==> images/registers.png <==
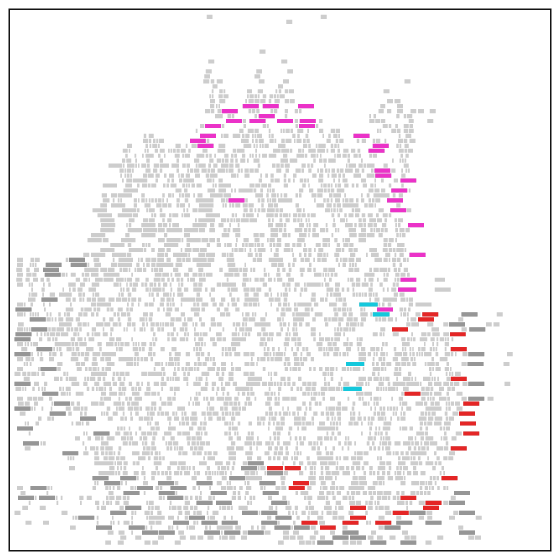
==> images/met2.png <==
Bar = 100 um.
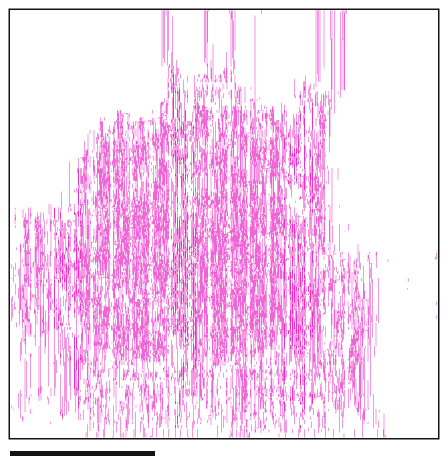
==> images/metal_stack.png <==
Two of the layers only.
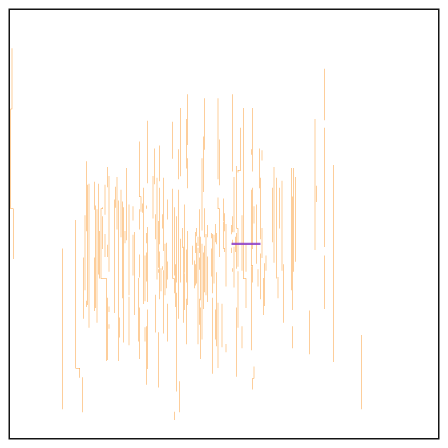
==> images/port_nets.png <==
Bar = 100 um.
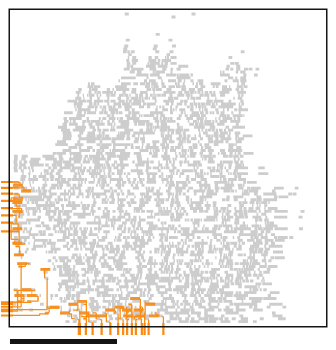
==> config.mk <==
export PLATFORM = sky130hd
export DESIGN_NAME = cordic_vectoring
export DESIGN_NICKNAME = d
export VERILOG_FILES = /design/src/rtl/cordic_pkg.sv /design/src/rtl/cordic_atan.sv /design/src/rtl/cordic_vec_step.sv /design/src/rtl/cordic_vectoring.sv
export SDC_FILE = /design/constraint.sdc
export NUM_CORES = 1
export LEC_CHECK = 0
export CORE_MARGIN = 2
export CORE_UTILIZATION = 30
export DETAILED_ROUTE_END_ITERATION = 10
export GPL_ROUTABILITY_DRIVEN = 0
export SYNTH_ARGS = -nofsm -noshare
export SYNTH_HDL_FRONTEND = slang
export SYNTH_SLANG_ARGS = --single-unit
==> constraint.sdc <==
create_clock -name clk -period 16.2 [get_ports clk]
set_clock_uncertainty 0.05 [all_clocks]
set_input_delay 3.24 -clock clk [delete_from_list [all_inputs] [get_ports clk]]
set_output_delay 3.24 -clock clk [all_outputs]
set_load 0.01 [all_outputs]
==> impl_metrics.toml <==
# generated from flow reports
[outcome]
status = "finished, final reports clean"

[logic_synthesis]
ys_chip_area_sq_um = 25600
most_common_cell = "nand2_1"
top_logic_kind = "AND-OR/OR-AND gates"
ys_sh_aoi_pct = 30.5
top_area_cell = "dfrtp_1"
ys_cells = 3400
muxShareOfSynthArea_pct = 8.70
ys_warn_count = 0
ys_sh_simple_pct = 22.3
postSynthCellCount = 3400
syn_area_sq_um = 25600
topCellsByArea = "dfrtp_1 (14%), ha_1 (9.1%), xnor2_1 (5.6%)"
syn_avg_cell_area_sq_um = 7.53
synthArstFlopShare_pct = 100
synthesis.nets = 3650

[die]
chipArea_sq_um = 87700
die_y_um = 296

[cells_and_area]
comb_area_sq_um = 20600
largestClassByArea = "logic gates"
comb_area_share_pct = 72.9
clkbuf_count = 17
antenna_cells = 2
buffers_excl_clock = 166
nonClkBufAreaFrac_pct = 5.39
comb_cells = 2936
drive_gt1_share_pct = 7.81
final_cell_mix = "nand2_1 (352), nor2_1 (295), a21oi_1 (262), o21ai_0 (198), ha_1 (187)"
clkCellAreaFrac_pct = 2.08
lay_top_count = "nand2_1"
final_area_sq_um = 28300
nNonClkInverters = 110
nFillCells = 9126

[global_route]
grt_use_met1_pct = 30.2
grt.met3_usage_pct = 6.23
grt_first_pass_wirelength_mm = 162

[placed_design]
place_inst = 4504
post-dp-hpwl_mm = 84.2

[routing]
ant_nets = 0
drt_pass1_iterations = 7
top_layer_used = "met5"
met1_length_mm = 42.5
met2WireLength_mm = 47.0
drtIter0Drc = 3637
met3_length_mm = 11.5
drc = 0

[clock_network]
clock_latency_ps = 520
cts_tree = "built"
hold_buffers = 0
cts.sinks = 148
cts_buffers = 17
post_cts_resize_count = 0
cts-htree-levels = 4

[worst_setup_path]
slowest_delay_ps = 930
crit_path_frequent_cell = "a21oi_1"
crit_cells = 43
critPathTopFamily = "simple AND/OR/NAND/NOR gates"
rrSetupSlack_ps = 2850

[final_timing]
setup_slack_ps = 2850
timing.hold.ws_ps = 425
period_needed_ps = 13350
hold_viol_final = 0
worst_pin_slew_ps = 1200
setup_viol = 0
fin_tns_setup_ps = 0

[hold_path]
hold_path.class = "register to register"
worstHoldPathCells = 2
-- registers.png (at the start) --
| netlist name | color | flops |
|---|---|---|
| stage_q | cyan | 4 |
| z_q | red | 27 |
| y_q | magenta | 29 |
not colored: 88
Seq area share: 13.1%
Seq. cell area: 3720 sq um
Post-Route Utilization: 33.4%

-- met2.png (at the start) --
nets with wire on the layer: 3051
main direction: vertical
share of all routed wire: 43%
wire length on this layer: 47.0 mm
longest straight run: 82.8 um
GRT met2 Usage: 37.0%
vias: 28300
final wirelength: 108 mm

-- metal_stack.png (at the start) --
| layer | color | wire length |
|---|---|---|
| met4 | orange | 7280 um |
| met5 | purple | 18.4 um |
post-DR wirelength/cell: 23.9 um
GRT Util Overall: 24.1%

-- port_nets.png (at the start) --
| port | color | bits | direction | edge | end cells | buffers | wire |
|---|---|---|---|---|---|---|---|
| mag_out | orange | 29 | output | 15 bottom, 14 left | 29 | 29 | 840 um |
number of port buffers: 114
I/O pin cnt: 115

